**src/rtl/gearbox_24_32_pkg.sv**
```systemverilog
// Shared types and constants for the two-source arbiter in front of the 24-to-32 gearbox.
//   arb_state_e   : arbiter FSM states
//   RGB_W         : pixel word width
//   DUMMY_RGB     : word emitted when a stalled packet is force-terminated
//   DEF_FLUSH_CYC : default idle gap after every packet
//   DEF_TIMEOUT   : default stall limit in granted cycles
//   TMR_W         : width of the shared gap/timeout down-counter
package gearbox_24_32_pkg;

    typedef enum logic [1:0] {IDLE, GRANT, FLUSH} arb_state_e;

    localparam int unsigned RGB_W         = 24;
    localparam logic [RGB_W-1:0] DUMMY_RGB = 24'h000000;
    localparam int unsigned DEF_FLUSH_CYC = 4;
    localparam int unsigned DEF_TIMEOUT   = 256;
    localparam int unsigned TMR_W         = 16;

    // Round-robin pick: on a tie the source that was not served last wins.
    function automatic logic rr_pick(input logic req0, input logic req1,
                                     input logic last_served);
        return (req0 & req1) ? ~last_served : req1;
    endfunction

endpackage

```
**src/rtl/gearbox_arb_timer.sv**
```systemverilog
// Loadable down-counter with a done flag, shared by the post-packet flush gap and the
// stall timeout (never active at the same time).
//   clk_200m, reset_n : clock, asynchronous active-low reset
//   load, load_val    : load the counter (takes priority over dec)
//   dec               : count down by one, stops at zero
//   done              : counter is zero
module gearbox_arb_timer #(
    parameter int unsigned W = 16
) (
    input  logic         clk_200m,
    input  logic         reset_n,
    input  logic         load,
    input  logic [W-1:0] load_val,
    input  logic         dec,
    output logic         done
);

    logic [W-1:0] cnt;

    always_ff @(posedge clk_200m or negedge reset_n) begin
        if (!reset_n) begin
            cnt <= '0;
        end else if (load) begin
            cnt <= load_val;
        end else if (dec && (cnt != '0)) begin
            cnt <= cnt - W'(1);
        end
    end

    assign done = (cnt == '0);

endmodule

```
**src/rtl/gearbox_src_arb_24_32.sv**
```systemverilog
// Packet-granular round-robin arbiter sharing the 24-bit gearbox input between two pixel
// sources. A grant is held from grant to the accepted last word (or a stall timeout,
// which injects a zero dummy last word), then a fixed flush gap lets the gearbox drain.
//   clk_200m, reset_n               : clock, asynchronous active-low reset
//   srcN_req/en/last/rgb, srcN_gnt  : per-source packet interface (N = 0, 1)
//   gb_en, gb_last, gb_rgb          : registered gearbox input
//   gb_sel                          : granted source, held outside GRANT
//   pkt_words, pkt_cnt              : last packet length (saturating), packet count (wraps)
//   timeout_err                     : one-cycle pulse on forced termination
module gearbox_src_arb_24_32
    import gearbox_24_32_pkg::*;
#(
    parameter int unsigned FLUSH_CYC = DEF_FLUSH_CYC,
    parameter int unsigned TIMEOUT   = DEF_TIMEOUT,
    parameter int unsigned CNT_W     = 16
) (
    input  logic             clk_200m,
    input  logic             reset_n,
    input  logic             src0_req,
    input  logic             src0_en,
    input  logic             src0_last,
    input  logic [RGB_W-1:0] src0_rgb,
    output logic             src0_gnt,
    input  logic             src1_req,
    input  logic             src1_en,
    input  logic             src1_last,
    input  logic [RGB_W-1:0] src1_rgb,
    output logic             src1_gnt,
    output logic             gb_en,
    output logic             gb_last,
    output logic [RGB_W-1:0] gb_rgb,
    output logic             gb_sel,
    output logic [CNT_W-1:0] pkt_words,
    output logic [CNT_W-1:0] pkt_cnt,
    output logic             timeout_err
);

    arb_state_e       state;
    logic             last_served;
    logic [CNT_W-1:0] word_cnt;

    logic             sel_en;
    logic             sel_last;
    logic [RGB_W-1:0] sel_rgb;
    logic             any_req;
    logic             pick;
    logic             acc_last;
    logic             tmr_hit;
    logic [CNT_W-1:0] words_inc;
    logic             tmr_load;
    logic [TMR_W-1:0] tmr_val;
    logic             tmr_dec;
    logic             tmr_done;

    always_comb begin
        sel_en    = gb_sel ? src1_en : src0_en;
        sel_last  = gb_sel ? src1_last : src0_last;
        sel_rgb   = gb_sel ? src1_rgb : src0_rgb;
        any_req   = src0_req | src1_req;
        pick      = rr_pick(src0_req, src1_req, last_served);
        acc_last  = sel_en & sel_last;
        // An accepted word always reloads the timer, so a last can never also time out.
        tmr_hit   = ~sel_en & tmr_done;
        words_inc = (word_cnt == '1) ? word_cnt : word_cnt + CNT_W'(1);

        tmr_load = 1'b0;
        tmr_val  = '0;
        tmr_dec  = 1'b0;
        case (state)
            IDLE: begin
                if (any_req) begin
                    tmr_load = 1'b1;
                    tmr_val  = TMR_W'(TIMEOUT - 1);
                end
            end
            GRANT: begin
                if (acc_last || tmr_hit) begin
                    tmr_load = 1'b1;
                    tmr_val  = TMR_W'(FLUSH_CYC - 1);
                end else if (sel_en) begin
                    tmr_load = 1'b1;
                    tmr_val  = TMR_W'(TIMEOUT - 1);
                end else begin
                    tmr_dec = 1'b1;
                end
            end
            FLUSH:   tmr_dec = 1'b1;
            default: ;
        endcase
    end

    gearbox_arb_timer #(
        .W (TMR_W)
    ) u_timer (
        .clk_200m (clk_200m),
        .reset_n  (reset_n),
        .load     (tmr_load),
        .load_val (tmr_val),
        .dec      (tmr_dec),
        .done     (tmr_done)
    );

    always_ff @(posedge clk_200m or negedge reset_n) begin
        if (!reset_n) begin
            state       <= IDLE;
            last_served <= 1'b1;
            word_cnt    <= '0;
            src0_gnt    <= 1'b0;
            src1_gnt    <= 1'b0;
            gb_en       <= 1'b0;
            gb_last     <= 1'b0;
            gb_rgb      <= '0;
            gb_sel      <= 1'b0;
            pkt_words   <= '0;
            pkt_cnt     <= '0;
            timeout_err <= 1'b0;
        end else begin
            timeout_err <= 1'b0;
            case (state)
                IDLE: begin
                    gb_en   <= 1'b0;
                    gb_last <= 1'b0;
                    if (any_req) begin
                        gb_sel   <= pick;
                        src0_gnt <= ~pick;
                        src1_gnt <= pick;
                        word_cnt <= '0;
                        state    <= GRANT;
                    end
                end
                GRANT: begin
                    gb_en   <= sel_en;
                    gb_last <= acc_last;
                    if (sel_en) begin
                        gb_rgb <= sel_rgb;
                    end
                    if (acc_last || tmr_hit) begin
                        src0_gnt    <= 1'b0;
                        src1_gnt    <= 1'b0;
                        last_served <= gb_sel;
                        pkt_words   <= words_inc;
                        pkt_cnt     <= pkt_cnt + CNT_W'(1);
                        state       <= FLUSH;
                    end else if (sel_en) begin
                        word_cnt <= words_inc;
                    end
                    if (tmr_hit) begin
                        gb_en       <= 1'b1;
                        gb_last     <= 1'b1;
                        gb_rgb      <= DUMMY_RGB;
                        timeout_err <= 1'b1;
                    end
                end
                FLUSH: begin
                    gb_en   <= 1'b0;
                    gb_last <= 1'b0;
                    if (tmr_done) begin
                        state <= IDLE;
                    end
                end
                default: state <= IDLE;
            endcase
        end
    end

endmodule

```
**config.mk**
```make
export PLATFORM = sky130hd
export DESIGN_NAME = gearbox_src_arb_24_32
export DESIGN_NICKNAME = d
export VERILOG_FILES = /design/src/rtl/gearbox_24_32_pkg.sv /design/src/rtl/gearbox_arb_timer.sv /design/src/rtl/gearbox_src_arb_24_32.sv
export SDC_FILE = /design/constraint.sdc
export NUM_CORES = 1
export LEC_CHECK = 0
export ABC_AREA = 1
export CAP_MARGIN = 20
export CORE_MARGIN = 8
export CORE_UTILIZATION = 35
export CTS_CLUSTER_SIZE = 24
export DETAILED_ROUTE_END_ITERATION = 8
export GPL_TIMING_DRIVEN = 0
export PLACE_DENSITY_LB_ADDON = 0.12
export SYNTH_ARGS = -nofsm -noshare
export SYNTH_HDL_FRONTEND = slang
export SYNTH_HIERARCHICAL = 1
export SYNTH_SLANG_ARGS = --single-unit
```
**constraint.sdc**
```tcl
create_clock -name clk_200m -period 3.05 [get_ports clk_200m]
set_clock_uncertainty 0.15 [all_clocks]
set_input_delay 0.61 -clock clk_200m [delete_from_list [all_inputs] [get_ports clk_200m]]
set_output_delay 0.61 -clock clk_200m [all_outputs]
set_load 0.02 [all_outputs]
```
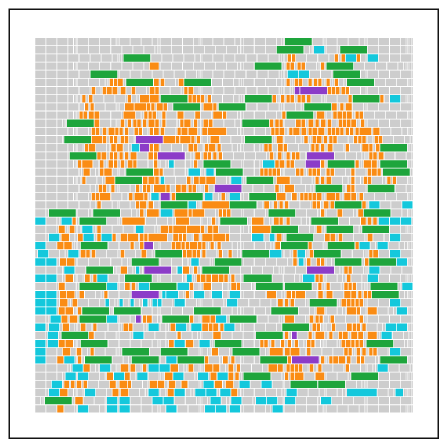
Run 1: placement by cell class
(3 px per um) Fill, decap, tap and diode cells in grey.
| class | colour | cells | share of their area |
|---|---|---|---|
| sequential cells | green | 97 | 34% |
| remaining buffers and delay cells | cyan | 148 | 20% |
| combinational and other logic | orange | 625 | 43% |
| clock drivers and dummy loads | purple | 16 | 3.9% |
Seq/total area: 0.3246
Core Area: 15770 um^2
utilization after layout: 0.4745
Post-Layout Inst Area: 7482 um^2
# rows: 46

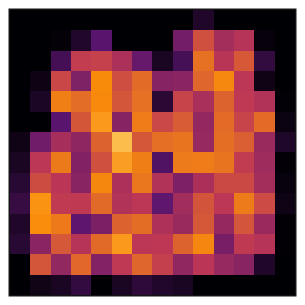
Run 1: cell area per tile
(2 px per um) The die is cut into 14 by 14 equal tiles; black is low, pale yellow is high, 0 to 100% covered.
nearly empty tiles: 21%
tiles over 75% full: 3.1%
densest ninth of the die: middle
emptiest ninth of the die: top left
fullest tile: 86%
mean over tiles: 36%

==> results.txt, run 1 <==
yosys + openroad results -> FMAX 353.2 MHz, Simple Share, Synth 0.3545, Min Hold Slack 0.1225 ns, DR top layer met4, combinational power 3270 uW, yosys cell count 739, unrepaired setup endpoints after global routing false, Gate Area 2883 um^2, buffer share of cell area 0.1881, Post-synth EDFFs 0, most numerous logic cell after layout nand2_1, Area growth syn-to-layout 33.66%, max reg flops 24, Die Wd 142.5 um, clock root cell clkbuf_16, worst slack at placement -0.4589 ns, count leader, synth nand2_1, worst setup path startpoint u_timer/cnt[1], Total GRT Usage 0.1630, CP most frequent cell inv_2, maximum buffer depth of the clock tree 2, final hold violation count 0, top power group combinational logic, fin crit share 0.9283, Detail Route met2 WL 7.877 mm, outcome finished, final reports clean, vias in the first global route 5290, aoi share 0.09812, kind of critical path flop to flop, Synth logic family simple AND/OR/NAND/NOR gates, placed cell areas 7091 um^2, cell count along the critical path 18, Max transition margin 0.4902, routability-driven placement congestion ratio 0.8993, postcts setup bufs 6, DRT Pass-1 Iters 5, total grt overflow 0, Arr. time, crit path 2.92 ns, htree depth 3, flop count 97, Reg area 2429 um^2, Post-Layout Cell Count 1102, R2R depth 18, Slowest-stage cell, CP dfrtp_1, FP Util 0.3550, synthesized area 5598 um^2, met1 usage 0.1940, Avg Inst Size Synth 7.575 um^2, Gate Count Post-Synth 739, Clock-cell share 0.03746, Vias 5287, Inserted Diodes 0, Worst Tran Pin Value 0.7567 ns, yosys warns 6, critical path cell sequence inv_2 > ha_4 > inv_1 > nor2_2 > nand3_2 > nor2_4 > nand2_2 > nor4_4 > inv_2 > nand3_4 > nand2_2 > buf_6 > nand2_4 > inv_2 > buf_4 > or2_2 > nand3_2 > nand2_1, number of logic gates 569, Synth Flop Type dfrtp_1, Setup violations, final 0, setup TNS 0 ns, I/O pin cnt 118, Post-Route WL 15.95 mm, layout cells sized above 1 0.1377, Log Warnings 29, Critical Path Sink Type flop, worst r2r src u_timer/cnt[1], Tap Cells 216, Yosys reg bits 97, die height 142.5 um, DRC 0
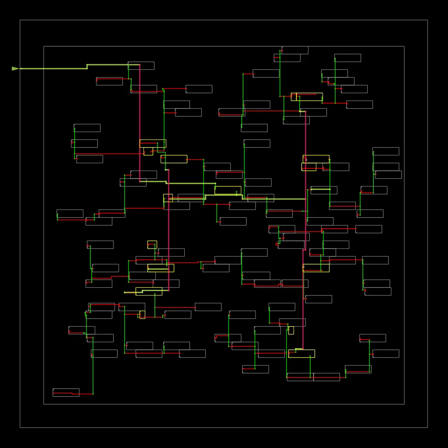
Run 1: clock wiring as the flow saved it
number of CTS-inserted buffers: 9
CLK BUF: 10
clk sink count: 97

==> inputs of run 2 (changes only) <==
==> constraint.sdc (replaced) <==
create_clock -name clk_200m -period 3.05 [get_ports clk_200m]
set_clock_uncertainty 0.15 [all_clocks]
set_input_delay 0.61 -clock clk_200m [delete_from_list [all_inputs] [get_ports clk_200m]]
set_output_delay 0.61 -clock clk_200m [all_outputs]
set_load 0.01 [all_outputs]
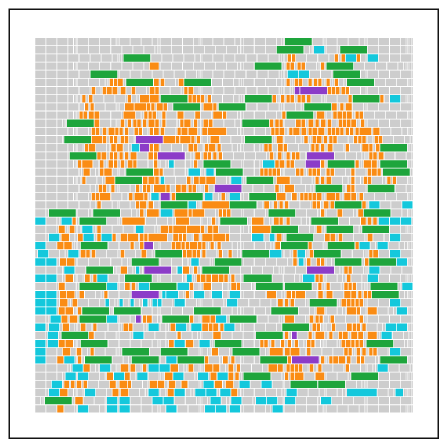
Run 2: placement by cell class
(3 px per um) Fill, decap, tap and diode cells in grey.
| class | colour | cells | share of their area |
|---|---|---|---|
| combinational and other logic | orange | 625 | 43% |
| sequential cells | green | 97 | 34% |
| remaining buffers and delay cells | cyan | 148 | 20% |
| clock drivers and dummy loads | purple | 16 | 3.9% |

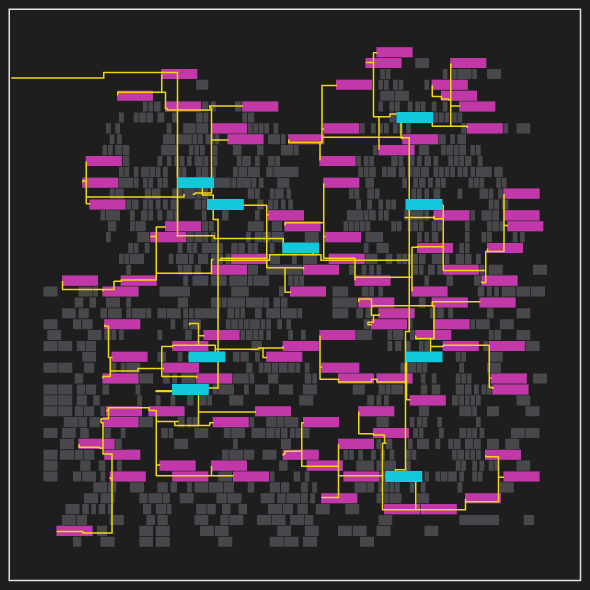
Run 2: clock network drawn from the DEF
(4 px per um)
[clock drivers] cyan | count: 9
[flip-flops] magenta | count: 97
[clock wires] yellow | length: 1380 um
routed clock nets: 10
clock distribution power: 1110 uW
Skew-Pair Late Insertion Delay: 0.35 ns

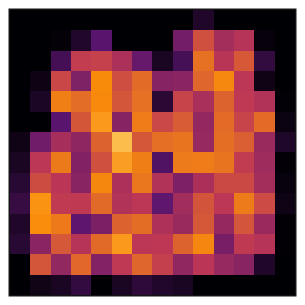
Run 2: cell area per tile
(2 px per um) The die is cut into 14 by 14 equal tiles; black is low, pale yellow is high, 0 to 100% covered.
tiles over 75% full: 3.1%
emptiest ninth of the die: top left
fullest tile: 86%
densest ninth of the die: middle

==> results.txt, run 2 <==
yosys + openroad results -> top power group combinational logic, Top cells by area dfrtp_1, nand2_1, o21ai_0, nor2_1, nand3_1, number of CTS-inserted buffers 9, combinational power 3100 uW, layout cells sized above 1 0.1377, worst setup path startpoint u_timer/cnt[1], clk sink count 97, Arr. time, crit path 2.92 ns, Clock-cell share 0.03746, htree depth 3, total grt overflow 0, cell count along the critical path 18, Post-synth EDFFs 0, max-cap viol count 0, R2R depth 18, Detail Route met2 WL 7.877 mm, synthesized area 5598 um^2, Gate Count Post-Synth 739, met1 usage 0.1940, clock root cell clkbuf_16, Inserted Diodes 0, Log Warnings 29, fin crit share 0.9283, Slowest-stage cell, CP dfrtp_1, DRC 0, Post-Layout Inst Area 7482 um^2, Worst Tran Pin Value 0.7567 ns, Gate Area 2883 um^2, Yosys reg bits 97, Simple Share, Synth 0.3545, Tap Cells 216, Setup violations, final 0, CP most frequent cell inv_2, Top-area cell share 0.4291, most numerous logic cell after layout nand2_1, aoi share 0.09812, yosys warns 6, placed cell areas 7091 um^2, CTS clk-pin slew, worst paths 0.07 ns, max reg flops 24, Top cells excl fill/tap nand2_1, clkdlybuf4s50_1, dfrtp_1, nor2_1, o21ai_0, count leader, synth nand2_1, yosys cell count 739, utilization after layout 0.4745, crit path launch type flop, worst slack at placement -0.4589 ns, unrepaired setup endpoints after global routing false, setup TNS 0 ns, Die Wd 142.5 um, Seq/total area 0.3246, Vias 5287, Total GRT Usage 0.1630, vias in the first global route 5290, die height 142.5 um, Critical Path Sink Type flop, final hold violation count 0, Max transition margin 0.4902, Yosys top cell by area dfrtp_1, Post-Route WL 15.95 mm, Min Hold Slack 0.1225 ns, Avg Inst Size Synth 7.575 um^2, routability-driven placement congestion ratio 0.8993, DR top layer met4, FP Util 0.3550, number of logic gates 569, Routed Antenna Nets 0, kind of critical path flop to flop, outcome finished, final reports clean, postcts setup bufs 6, Core Area 15770 um^2, DRT Pass-1 Iters 5, maximum buffer depth of the clock tree 2, Post-Layout Cell Count 1102, P_int 3571 uW, CLK BUF 10, critical path cell sequence inv_2 > ha_4 > inv_1 > nor2_2 > nand3_2 > nor2_4 > nand2_2 > nor4_4 > inv_2 > nand3_4 > nand2_2 > buf_6 > nand2_4 > inv_2 > buf_4 > or2_2 > nand3_2 > nand2_1, Area growth syn-to-layout 33.66%, Synth logic family simple AND/OR/NAND/NOR gates, Synth Flop Type dfrtp_1, FMAX 353.2 MHz, met3 usage 0.03690, # rows 46, largest net degree at the start of global routing 54, buffer share of cell area 0.1881, die area 20300 um^2, flop count 97, IO buf count 117, worst r2r src u_timer/cnt[1], I/O pin cnt 118, Reg area 2429 um^2
==> inputs of run 3 (changes only) <==
--- a/config.mk
+++ b/config.mk
@@ -13,6 +13,7 @@
 export DETAILED_ROUTE_END_ITERATION = 8
 export GPL_TIMING_DRIVEN = 0
 export PLACE_DENSITY_LB_ADDON = 0.12
+export RECOVER_POWER = 100
 export SYNTH_ARGS = -nofsm -noshare
 export SYNTH_HDL_FRONTEND = slang
 export SYNTH_HIERARCHICAL = 1
==> results.txt, run 3 <==
yosys + openroad results -> outcome finished, final reports clean, crit-path max cell delay 0.40 ns, Top cells excl fill/tap nand2_1, dfrtp_1, nor2_1, dlygate4sd3_1, o21ai_0, Synth logic family simple AND/OR/NAND/NOR gates, # rows 46, Post-synth EDFFs 0, YS chip area 5598 um^2, R2R depth 18, Critical Path Sink Type flop, Vias 5293, Synth Flop Type dfrtp_1, met2 usage 0.2841, Seq/total area 0.3275, IO buf count 117, number of CTS-inserted buffers 9, yosys cell count 739, met1 usage 0.1940, Detail Route met2 WL 7.885 mm, buffer share of cell area 0.1839, Min Hold Slack 0.3219 ns, final hold violation count 0, DR top layer met4, critical path cell sequence inv_2 > ha_4 > inv_1 > nor2_2 > nand3_2 > nor2_4 > nand2_2 > nor4_4 > inv_2 > nand3_4 > nand2_2 > buf_6 > nand2_4 > inv_2 > buf_4 > or2_2 > nand3_1 > nand2_1, Inserted Diodes 0, Setup violations, final 0, Log Warnings 29, top power group combinational logic, unrepaired setup endpoints after global routing false, Routed Antenna Nets 0, Yosys top cell by area dfrtp_1, largest net degree at the start of global routing 54, Arr. time, crit path 2.91 ns, P_int 3459 uW, Core Area 15770 um^2, utilization after layout 0.4702, worst slack at placement -0.4589 ns, combinational power 2970 uW, worst setup path startpoint u_timer/cnt[1], maximum buffer depth of the clock tree 2, nonclk buf count 148, routability-driven placement congestion ratio 0.8993, synthesized area 5598 um^2, most numerous logic cell after layout nand2_1, clk sink count 97, Top-area cell share 0.4291, Post-Layout Cell Count 1102, Area growth syn-to-layout 32.45%, htree depth 3, Total GRT Usage 0.1630, Avg Inst Size Synth 7.575 um^2, crit path launch type flop, Skew-Pair Late Insertion Delay 0.35 ns, total grt overflow 0, placed cell areas 7091 um^2, CLK BUF 10, Top cells by area dfrtp_1, nand2_1, o21ai_0, nor2_1, nand3_1, Slowest-stage cell, CP dfrtp_1, DRC 0, mux share of post-synthesis cell area 0, Tot Pwr 6039 uW, count leader, synth nand2_1, Reg area 2429 um^2, Post-Route WL 15.99 mm, wire length on met1 7.076 mm, Yosys reg bits 97, FP Util 0.3550, Worst Tran Pin Value 1.215 ns, FMAX 354.3 MHz, number of logic gates 569, die area 20300 um^2, CP most frequent cell inv_2, Clock-cell share 0.03780, Gate Count Post-Synth 739, CTS clk-pin slew, worst paths 0.07 ns, die height 142.5 um, layout cells sized above 1 0.1264, yosys warns 6, setup TNS 0 ns, met3 usage 0.03690, Post-Layout Inst Area 7415 um^2, Gate Area 2859 um^2, clock root cell clkbuf_16, postcts setup bufs 6, I/O pin cnt 118, aoi share 0.09812
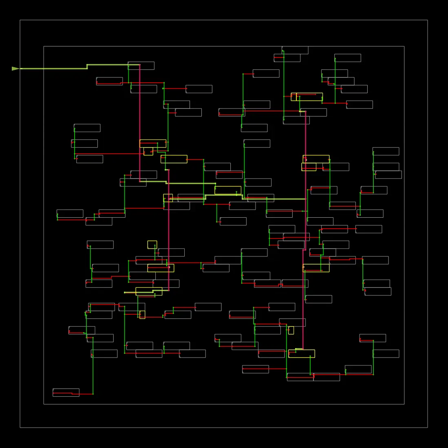
Run 3: clock wiring as the flow saved it
flop count: 97

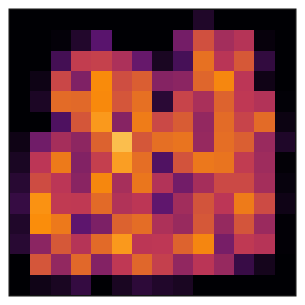
Run 3: cell area per tile
(2 px per um) The die is cut into 14 by 14 equal tiles; black is low, pale yellow is high, 0 to 100% covered.
emptiest ninth of the die: top left
nearly empty tiles: 21%
fullest tile: 86%
densest ninth of the die: middle
mean over tiles: 35%

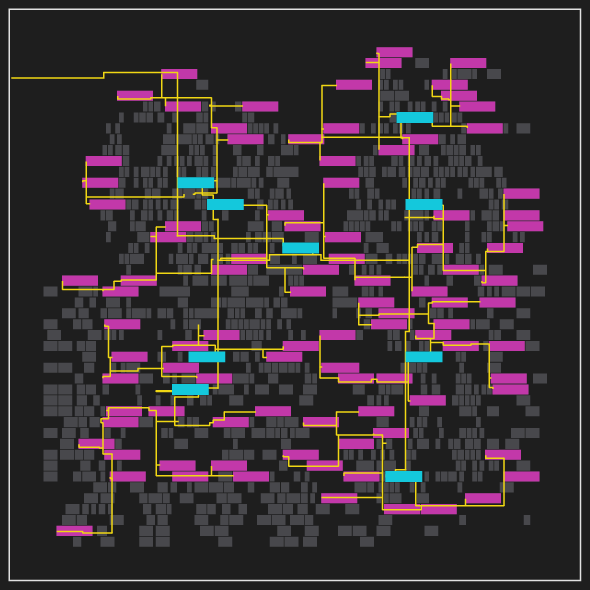
Run 3: clock network drawn from the DEF
(4 px per um)
[clock wires] yellow | length: 1400 um
[flip-flops] magenta | count: 97
[clock drivers] cyan | count: 9
flops lie: spread over the die
routed clock nets: 10

No activity file was given, so power comes from the tool's default toggle rates.
